### src/rtl/isp_ram_arb_if.sv
`default_nettype none
// +--------------------------------------------------------------------------+
// | Module      : isp_ram_arb_if                                             |
// | Description : CPU-side bus between the Cortex-M0 bus fabric and the      |
// |               program-RAM arbiter (isp_ram_arb).                         |
// | Revision    : 1.0 - initial release                                      |
// +--------------------------------------------------------------------------+
// | Signals                                                                  |
// |   cpu_req     master->slave  access request                              |
// |   cpu_we      master->slave  1 = write, 0 = read                         |
// |   cpu_addr    master->slave  word address (AW bits)                      |
// |   cpu_wdata   master->slave  write data (DW bits)                        |
// |   cpu_ready   slave->master  access accepted this cycle                  |
// |   cpu_rvalid  slave->master  read data valid, one cycle after accept     |
// |   cpu_rdata   slave->master  read data (DW bits)                         |
// | Modports                                                                 |
// |   master : CPU / bus fabric side                                         |
// |   slave  : arbiter side                                                  |
// +--------------------------------------------------------------------------+
interface isp_ram_arb_if #(
  parameter int AW = 16,
  parameter int DW = 32
);
  logic          cpu_req;
  logic          cpu_we;
  logic [AW-1:0] cpu_addr;
  logic [DW-1:0] cpu_wdata;
  logic          cpu_ready;
  logic          cpu_rvalid;
  logic [DW-1:0] cpu_rdata;

  modport master (
    output cpu_req, cpu_we, cpu_addr, cpu_wdata,
    input  cpu_ready, cpu_rvalid, cpu_rdata
  );

  modport slave (
    input  cpu_req, cpu_we, cpu_addr, cpu_wdata,
    output cpu_ready, cpu_rvalid, cpu_rdata
  );
endinterface
`default_nettype wire

### src/rtl/isp_ram_arb.sv
`default_nettype none
// +--------------------------------------------------------------------------+
// | Module      : isp_ram_arb                                                |
// | Description : Owner of the single-port program RAM shared by the ISP     |
// |               download writer and the Cortex-M0 bus. Grants the RAM to   |
// |               ISP during BOOT with the CPU held in reset, drains for     |
// |               RELEASE_DLY cycles, then hands the RAM to the CPU (RUN)    |
// |               and releases CPU reset. Counts accepted ISP writes and     |
// |               flags dropped ones.                                        |
// | Revision    : 1.0 - initial release                                      |
// +--------------------------------------------------------------------------+
// | Parameters                                                               |
// |   AW          word address width                                         |
// |   DW          data width                                                 |
// |   RAM_DEPTH   number of valid words; addresses >= RAM_DEPTH out of range |
// |   RELEASE_DLY cycles spent in DRAIN before RUN (1..65535)                |
// | Build option                                                             |
// |   ISP_RAM_ARB_CKSUM_EN : when defined, isp_sum accumulates the data of   |
// |                          every accepted ISP write (mod 2^DW); otherwise |
// |                          isp_sum is tied to 0.                           |
// | Ports                                                                    |
// |   clk, rst      clock, synchronous active-high reset                     |
// |   isp_en        1 = run download after reset, 0 = go straight to DRAIN   |
// |   isp_wr        one-cycle ISP write strobe (no backpressure)             |
// |   isp_addr      ISP word address                                         |
// |   isp_wdata     ISP write data                                           |
// |   dl_done       level, download finished                                 |
// |   cpu           CPU bus (isp_ram_arb_if.slave)                           |
// |   ram_cs/we     RAM select / write enable                                |
// |   ram_addr      RAM word address                                         |
// |   ram_wdata     RAM write data                                           |
// |   ram_rdata     RAM read data, 1-cycle latency                           |
// |   cpu_rst_hold  1 = keep CPU in reset                                    |
// |   wr_count      accepted ISP writes, saturating                          |
// |   isp_err       sticky, an ISP write was dropped                         |
// |   isp_sum       ISP data checksum                                        |
// +--------------------------------------------------------------------------+
module isp_ram_arb #(
  parameter int AW          = 16,
  parameter int DW          = 32,
  parameter int RAM_DEPTH   = 16384,
  parameter int RELEASE_DLY = 16
) (
  input  logic          clk,
  input  logic          rst,
  // ISP download side
  input  logic          isp_en,
  input  logic          isp_wr,
  input  logic [AW-1:0] isp_addr,
  input  logic [DW-1:0] isp_wdata,
  input  logic          dl_done,
  // CPU bus
  isp_ram_arb_if.slave  cpu,
  // RAM port
  output logic          ram_cs,
  output logic          ram_we,
  output logic [AW-1:0] ram_addr,
  output logic [DW-1:0] ram_wdata,
  input  logic [DW-1:0] ram_rdata,
  // Status
  output logic          cpu_rst_hold,
  output logic [15:0]   wr_count,
  output logic          isp_err,
  output logic [DW-1:0] isp_sum
);

  localparam logic [15:0] c_dly_last  = 16'(RELEASE_DLY - 1);
  localparam logic [15:0] c_count_max = 16'hFFFF;

  typedef enum logic [1:0] {
    ST_BOOT  = 2'd0,
    ST_DRAIN = 2'd1,
    ST_RUN   = 2'd2
  } state_t;

  state_t        r_state;
  logic [15:0]   r_dly_cnt;
  logic          r_cpu_rst_hold;
  logic          r_rvalid;
  logic [DW-1:0] r_rdata;
  logic [15:0]   r_wr_count;
  logic          r_isp_err;

  logic          w_isp_in_range;
  logic          w_isp_accept;
  logic          w_isp_drop;
  logic          w_run;
  logic          w_cpu_rd;

  // Range check is done at 32 bits so RAM_DEPTH == 2**AW works as well.
  assign w_isp_in_range = (32'(isp_addr) < 32'(RAM_DEPTH));
  assign w_isp_accept   = (r_state == ST_BOOT) && isp_wr && w_isp_in_range;
  // Anything that is not an accepted write is a dropped one: out-of-range
  // in BOOT, or any strobe once the download window has closed.
  assign w_isp_drop     = isp_wr && !w_isp_accept;
  assign w_run          = (r_state == ST_RUN);
  assign w_cpu_rd       = w_run && cpu.cpu_req && !cpu.cpu_we;

  // --------------------------------------------------------------------------
  // RAM port mux. Purely combinational so neither owner pays a cycle of
  // latency; forced idle while rst is high so nothing reaches the RAM during
  // a reset that lands mid-operation.
  // --------------------------------------------------------------------------
  always_comb begin
    ram_cs    = 1'b0;
    ram_we    = 1'b0;
    ram_addr  = '0;
    ram_wdata = '0;
    if (!rst) begin
      case (r_state)
        ST_BOOT: begin
          ram_cs    = isp_wr && w_isp_in_range;
          ram_we    = isp_wr && w_isp_in_range;
          ram_addr  = isp_addr;
          ram_wdata = isp_wdata;
        end
        ST_RUN: begin
          // CPU range errors are the bus decoder's business, pass through.
          ram_cs    = cpu.cpu_req;
          ram_we    = cpu.cpu_we;
          ram_addr  = cpu.cpu_addr;
          ram_wdata = cpu.cpu_wdata;
        end
        default: begin
          ram_cs    = 1'b0;
        end
      endcase
    end
  end

  // Requests outside RUN are simply not acknowledged; nothing is queued.
  assign cpu.cpu_ready  = w_run && cpu.cpu_req && !rst;
  assign cpu.cpu_rvalid = r_rvalid;
  // The RAM already returns data one cycle after the read, so present it
  // directly while rvalid is high and hold the last value in between.
  assign cpu.cpu_rdata  = r_rvalid ? ram_rdata : r_rdata;

  // --------------------------------------------------------------------------
  // Control FSM plus all registered status outputs.
  // --------------------------------------------------------------------------
  always_ff @(posedge clk) begin
    if (rst) begin
      r_state        <= ST_BOOT;
      r_dly_cnt      <= 16'd0;
      r_cpu_rst_hold <= 1'b1;
      r_rvalid       <= 1'b0;
      r_rdata        <= '0;
      r_wr_count     <= 16'd0;
      r_isp_err      <= 1'b0;
    end else begin
      if (w_isp_accept && (r_wr_count != c_count_max)) begin
        r_wr_count <= r_wr_count + 16'd1;
      end
      if (w_isp_drop) begin
        r_isp_err <= 1'b1;
      end

      r_rvalid <= w_cpu_rd;
      if (r_rvalid) begin
        r_rdata <= ram_rdata;
      end

      case (r_state)
        ST_BOOT: begin
          // A write in the same cycle as dl_done is still accepted above,
          // because the state only changes on this edge.
          if (dl_done || !isp_en) begin
            r_state   <= ST_DRAIN;
            r_dly_cnt <= 16'd0;
          end
        end
        ST_DRAIN: begin
          if (r_dly_cnt == c_dly_last) begin
            r_state        <= ST_RUN;
            r_cpu_rst_hold <= 1'b0;
          end else begin
            r_dly_cnt <= r_dly_cnt + 16'd1;
          end
        end
        ST_RUN: begin
          r_state <= ST_RUN;
        end
        default: begin
          // Unused encoding: fall back to a safe, CPU-held state.
          r_state        <= ST_BOOT;
          r_cpu_rst_hold <= 1'b1;
        end
      endcase
    end
  end

  assign cpu_rst_hold = r_cpu_rst_hold;
  assign wr_count     = r_wr_count;
  assign isp_err      = r_isp_err;

`ifdef ISP_RAM_ARB_CKSUM_EN
  logic [DW-1:0] r_isp_sum;

  // Updated on the same edge as wr_count; wraps modulo 2^DW.
  always_ff @(posedge clk) begin
    if (rst) begin
      r_isp_sum <= '0;
    end else if (w_isp_accept) begin
      r_isp_sum <= r_isp_sum + isp_wdata;
    end
  end

  assign isp_sum = r_isp_sum;
`else
  assign isp_sum = '0;
`endif

endmodule
`default_nettype wire

### src/flat_wrapper.sv
// flat-port wrapper written by rule: the top's interface ports become plain ports
module isp_ram_arb_flat 
#(
  parameter int AW          = 16,
  parameter int DW          = 32,
  parameter int RAM_DEPTH   = 16384,
  parameter int RELEASE_DLY = 16
)
  (clk, rst, isp_en, isp_wr, isp_addr, isp_wdata, dl_done, ram_cs, ram_we, ram_addr, ram_wdata, ram_rdata, cpu_rst_hold, wr_count, isp_err, isp_sum, cpu_cpu_req, cpu_cpu_we, cpu_cpu_addr, cpu_cpu_wdata, cpu_cpu_ready, cpu_cpu_rvalid, cpu_cpu_rdata);
  isp_ram_arb_if #(.AW(AW), .DW(DW)) cpu_i ();
  input  logic clk;
  input  logic rst;
  input  logic isp_en;
  input  logic isp_wr;
  input  logic [AW-1:0] isp_addr;
  input  logic [DW-1:0] isp_wdata;
  input  logic dl_done;
  output logic ram_cs;
  output logic ram_we;
  output logic [AW-1:0] ram_addr;
  output logic [DW-1:0] ram_wdata;
  input  logic [DW-1:0] ram_rdata;
  output logic cpu_rst_hold;
  output logic [15:0] wr_count;
  output logic isp_err;
  output logic [DW-1:0] isp_sum;
  input wire logic [$bits(cpu_i.cpu_req)-1:0] cpu_cpu_req;
  input wire logic [$bits(cpu_i.cpu_we)-1:0] cpu_cpu_we;
  input wire logic [$bits(cpu_i.cpu_addr)-1:0] cpu_cpu_addr;
  input wire logic [$bits(cpu_i.cpu_wdata)-1:0] cpu_cpu_wdata;
  output wire logic [$bits(cpu_i.cpu_ready)-1:0] cpu_cpu_ready;
  output wire logic [$bits(cpu_i.cpu_rvalid)-1:0] cpu_cpu_rvalid;
  output wire logic [$bits(cpu_i.cpu_rdata)-1:0] cpu_cpu_rdata;
  assign cpu_i.cpu_req = cpu_cpu_req;
  assign cpu_i.cpu_we = cpu_cpu_we;
  assign cpu_i.cpu_addr = cpu_cpu_addr;
  assign cpu_i.cpu_wdata = cpu_cpu_wdata;
  assign cpu_cpu_ready = cpu_i.cpu_ready;
  assign cpu_cpu_rvalid = cpu_i.cpu_rvalid;
  assign cpu_cpu_rdata = cpu_i.cpu_rdata;
  isp_ram_arb #(.AW(AW), .DW(DW), .RAM_DEPTH(RAM_DEPTH), .RELEASE_DLY(RELEASE_DLY)) u_core (.clk(clk), .rst(rst), .isp_en(isp_en), .isp_wr(isp_wr), .isp_addr(isp_addr), .isp_wdata(isp_wdata), .dl_done(dl_done), .cpu(cpu_i), .ram_cs(ram_cs), .ram_we(ram_we), .ram_addr(ram_addr), .ram_wdata(ram_wdata), .ram_rdata(ram_rdata), .cpu_rst_hold(cpu_rst_hold), .wr_count(wr_count), .isp_err(isp_err), .isp_sum(isp_sum));
endmodule
### config.mk
export PLATFORM = sky130hd
export DESIGN_NAME = isp_ram_arb_flat
export DESIGN_NICKNAME = d
export VERILOG_FILES = /design/src/rtl/isp_ram_arb_if.sv /design/src/rtl/isp_ram_arb.sv /design/src/flat_wrapper.sv
export SDC_FILE = /design/constraint.sdc
export NUM_CORES = 1
export LEC_CHECK = 0
export CORE_MARGIN = 4
export CORE_UTILIZATION = 37
export CTS_BUF_LIST = sky130_fd_sc_hd__clkbuf_8
export CTS_CLUSTER_SIZE = 8
export DETAILED_ROUTE_END_ITERATION = 6
export GPL_TIMING_DRIVEN = 0
export PLACE_DENSITY_LB_ADDON = 0.15
export SLEW_MARGIN = 20
export SYNTH_ARGS = -nofsm -noshare
export SYNTH_HDL_FRONTEND = slang
export SYNTH_SLANG_ARGS = --single-unit
### constraint.sdc
create_clock -name clk -period 2.6 [get_ports clk]
set_clock_uncertainty 0.15 [all_clocks]
set_input_delay 0.26 -clock clk [delete_from_list [all_inputs] [get_ports clk]]
set_output_delay 0.26 -clock clk [all_outputs]
set_load 0.03 [all_outputs]
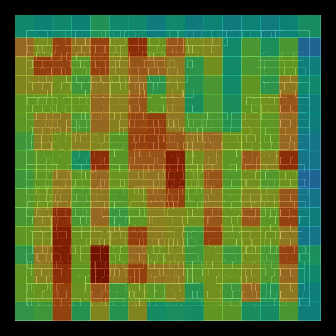
Figure 1: routing congestion map.
global routing usage on met3: 7.39%
fraction of the core area covered by cells at the end of the flow: 65.6%
DR WL/cell: 16.5 um

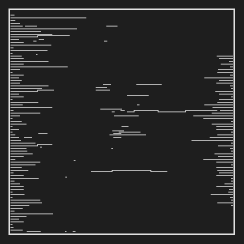
Figure 2: the metal 3 layer.
(2 px per um)
longest straight run = 37.5 um
share of all routed wire = 8.6%
nets with wire on the layer = 158
total length of routed wires: 14900 um
via count: 4436

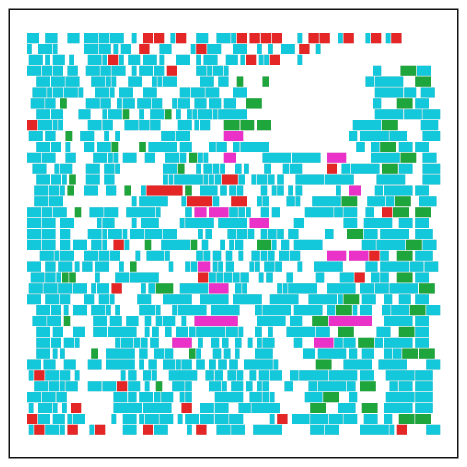
Figure 3: sizing map.
(4 px per um)
drive 1 or less -> cyan  # cells 648, most used clkdlybuf4s50_1
drive 2 -> green  # cells 62, most used mux2_2
drive 3 to 4 -> red  # cells 43, most used buf_4
drive 6 and up -> magenta  # cells 15, most used clkbuf_8

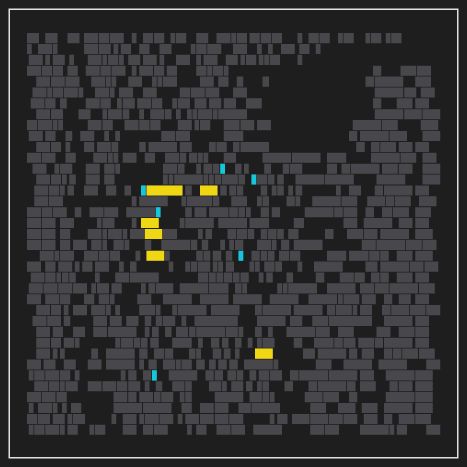
Figure 4: selected gate families.
(4 px per um)
adder and majority cells -> yellow  # cells 6, most used ha_1
inverters -> cyan  # cells 6, most used inv_1, where middle
fin cells: 904
share of the final layout cell area in multi-input gates: 34.1%
top logic cell by instance count in the layout: sky130_fd_sc_hd__clkdlybuf4s50_1

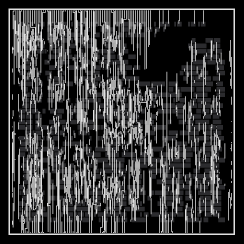
Figure 5: metal 2.
(2 px per um)
share of all routed wire = 50%
longest straight run = 52.7 um
main direction = vertical

==> notes.md <==
Results of an implementation run.

The flop-to-flop setup slack is ~0.37 ns. Counting flops and latches in the post-synthesis netlist gives 69. The pin count of the biggest net entering global routing is 15. The clock transition time at the flip-flop clock pins of the worst setup and hold paths is approximately 0.08 ns.

The synthesized instance count is roughly 490. In the finished design, the share of the clock period the worst path needs comes to 97.0%. The layout has 9 clock buffers.

The share of flip-flops with an asynchronous set or reset is 0%. The proportion of power drawn by the clock network is a little over a fifth. The number of buffers inserted during clock tree synthesis is 9. The sequential power share is between 20 and 25%. The cell at the root of the clock tree is sky130_fd_sc_hd__clkbuf_8.

The number of warnings in the stage logs is 29. In this run, the combinational gates consume a little over half of the power. The number of synthesis warnings is 0. The hold path depth is 2. The longest clock path from root to sink contains 2 buffers. The first routing iteration left between 200 and 250 violations.

Compared with the post-synthesis result, the final layout area differs by 71.5%. The number of buffers other than clock buffers in the final layout is 300. Per the synth stats, the flop cell with the highest instance count is sky130_fd_sc_hd__dfxtp_1. In the final report, the number of pins over their slew limit comes to 0.

The count of nets left with antenna violations once routing finished came out at 0. At the later pin of the worst-skew pair, clock insertion delay measures ~0.35 ns. The sequential share of cell area is about a fifth.

The tool flagged a number of max-cap violations equal to 0. Summing all flip-flop and latch instances after layout gives 0.00138 mm^2. The die extent in y is 112 um. Static timing analysis puts the maximum clock frequency at between 0.3 and 0.4 GHz. Per Yosys stat, the portion of area used by sequential elements is 34.7%.

For the final routed database, the setup TNS stands at 0 ns. The fraction of layout cells with a size suffix above 1 is roughly 16%. The TritonCTS clock tree is built. At the floorplan stage, the core utilization is reported as between 30% and 40%. The number of enable-type register cells in the synthesized netlist is 0. Multi-input combinational cells in the finished layout were counted as 377.

The final-layout non-clock buffer area share is ~40%. The final report lists the setup-violating endpoint count as 0. The final timing report derives a shortest allowable period of ~2.5 ns. The kind of critical path is reg -> out. The via count of the first global-routing pass came to ~4500. In this run the power spent charging and discharging nets is about 2.0 mW.

The number of inserted filler cells in the final layout is slightly below 900. The number of diodes is 0. The number of iterations in the first detailed-routing pass is 5. The capture point of the worst reg-to-reg path is u_core.r_dly_cnt[10]$_SDFFE_PP0P_. The core area is around 0.010 mm^2.

The area of the die is ~0.012 mm^2. In the power breakdown, the internal column shows 2.59 mW. The well-tap cell count is between 100 and 150. The mean instance size in the synthesized netlist is between 8 and 9 um^2. The run finished with clean final reports. The number of cells on the worst reg-to-reg path is 8. The H-tree was split into 3 levels. The final-stage net count is ~900. The flip-flop and latch count is around 69.

The non-clock inverters instantiated in the layout total 6. The report lists the power per cell area as ~680 mW/mm^2. The end point of the critical path is cpu_cpu_rdata[19].

Traced cell by cell, the critical path runs through clkbuf_1, buf_4, mux2_2, clkdlybuf4s50_1. The category of the worst setup path capture point is a primary output. The clock network power is ~1 mW. The number of buffer cells added on primary ports is around 240.

The sequential power is 1.12 mW. The transition time of the tightest slew-check pin is 0.555 ns. about 270 I/O pins were placed. From left edge to right edge, the die measures between 100 and 150 um. The STA report counts the stages on the worst setup path as 4.
[registers in the layout, indices dropped and copies added, names as in the netlist]
| register | count |
|---|---|
| u_core.r_state | 2 |
| u_core.r_rdata | 32 |
| u_core.wr_count | 16 |
| u_core.isp_err | 1 |
| u_core.cpu_rst_hold | 1 |
| u_core.cpu.cpu_rvalid | 1 |
| u_core.r_dly_cnt | 16 |
[cells in the mapped netlist, types with 2 or more instances]
library cell                n  share of area, %
sky130_fd_sc_hd__buf_4     33               6.2
sky130_fd_sc_hd__mux2_2    32               9.0
sky130_fd_sc_hd__o21ai_0   11               1.4
sky130_fd_sc_hd__nand3_1   17               2.1
sky130_fd_sc_hd__mux2i_1    2              0.50
sky130_fd_sc_hd__nor4_1     7               1.1
sky130_fd_sc_hd__dfxtp_1   69                35
sky130_fd_sc_hd__nor3b_1    2              0.38
sky130_fd_sc_hd__a22oi_1   48               9.0
sky130_fd_sc_hd__a21oi_1   20               2.5
sky130_fd_sc_hd__and3_1     3              0.47
sky130_fd_sc_hd__o31ai_1    2              0.38
sky130_fd_sc_hd__nand3b_1   2              0.38
sky130_fd_sc_hd__xnor2_1   13               2.9
sky130_fd_sc_hd__and2_1    32               5.0
sky130_fd_sc_hd__ha_1       6               1.9
sky130_fd_sc_hd__nand4_1   11               1.7
sky130_fd_sc_hd__o211ai_1   3              0.57
sky130_fd_sc_hd__a31oi_1    4              0.63
sky130_fd_sc_hd__nor3_1    13               1.6
sky130_fd_sc_hd__buf_2      2              0.25
sky130_fd_sc_hd__nand2_1   19               1.8
sky130_fd_sc_hd__nor2_1    80               7.5
sky130_fd_sc_hd__buf_1      4              0.38
sky130_fd_sc_hd__inv_1      6              0.57
sky130_fd_sc_hd__o32ai_1    2              0.44
sky130_fd_sc_hd__or3_1      2              0.31
sky130_fd_sc_hd__or4_1      2              0.38
sky130_fd_sc_hd__clkbuf_1  27               2.5
[logic make-up after synthesis]
| family | synth area share [%] |
|---|---|
| AND/OR/NAND/NOR | 25.0 |
| AND-OR/OR-AND | 15.8 |
| buffers and inverters | 10.1 |
| flip-flops | 34.7 |
| multiplexers | 9.55 |
| XOR/XNOR | 2.86 |
| adder cells (fa/ha/maj) | 1.88 |
| other | 0.0942 |
[through the flow]
step | setup slack (ns) | area [um^2] | util, % | power (mW)
after global routing | 0.000697 | 6830 | 65.6 | 4.86
after floorplan | 0.355 | 4100 | - | 2.71
final | 0.0788 | 6830 | 65.6 | 4.62
after global placement | -0.434 | 6620 | 63.6 | 3.66
after CTS | 0.000806 | 6810 | 65.4 | 4.62
after detailed placement | -0.501 | 6620 | 63.6 | 3.72
[metal layers]
metal	track usage [%]	routed length, um	part of all wire [%]	up-vias
met1	24.7	5920	40	2020
met3	7.39	1280	8.6	16
li1	-	-	-	2212
met4	6.41	217	1.5	0
met2	41.3	7470	50	188
met5	0	0	0	-
[worst reg2reg max path: cells and delay by family, from the launching register on]
family                     cells  cell delay (ns)
AOI/OAI and AO/OA              1             0.07
buffers and inverters          3             0.48
DFF                            1             0.33
and+or+nand+nor                3             0.91
adders and majority gates      1             0.23
[what timing repair did]
action	CTS	global route
gates cloned	0	0
hold buffers	0	0
endpoints found under the setup margin	81	67
gates resized	88	52
pin swaps	0	0
Power and IR drop assume default switching activity.
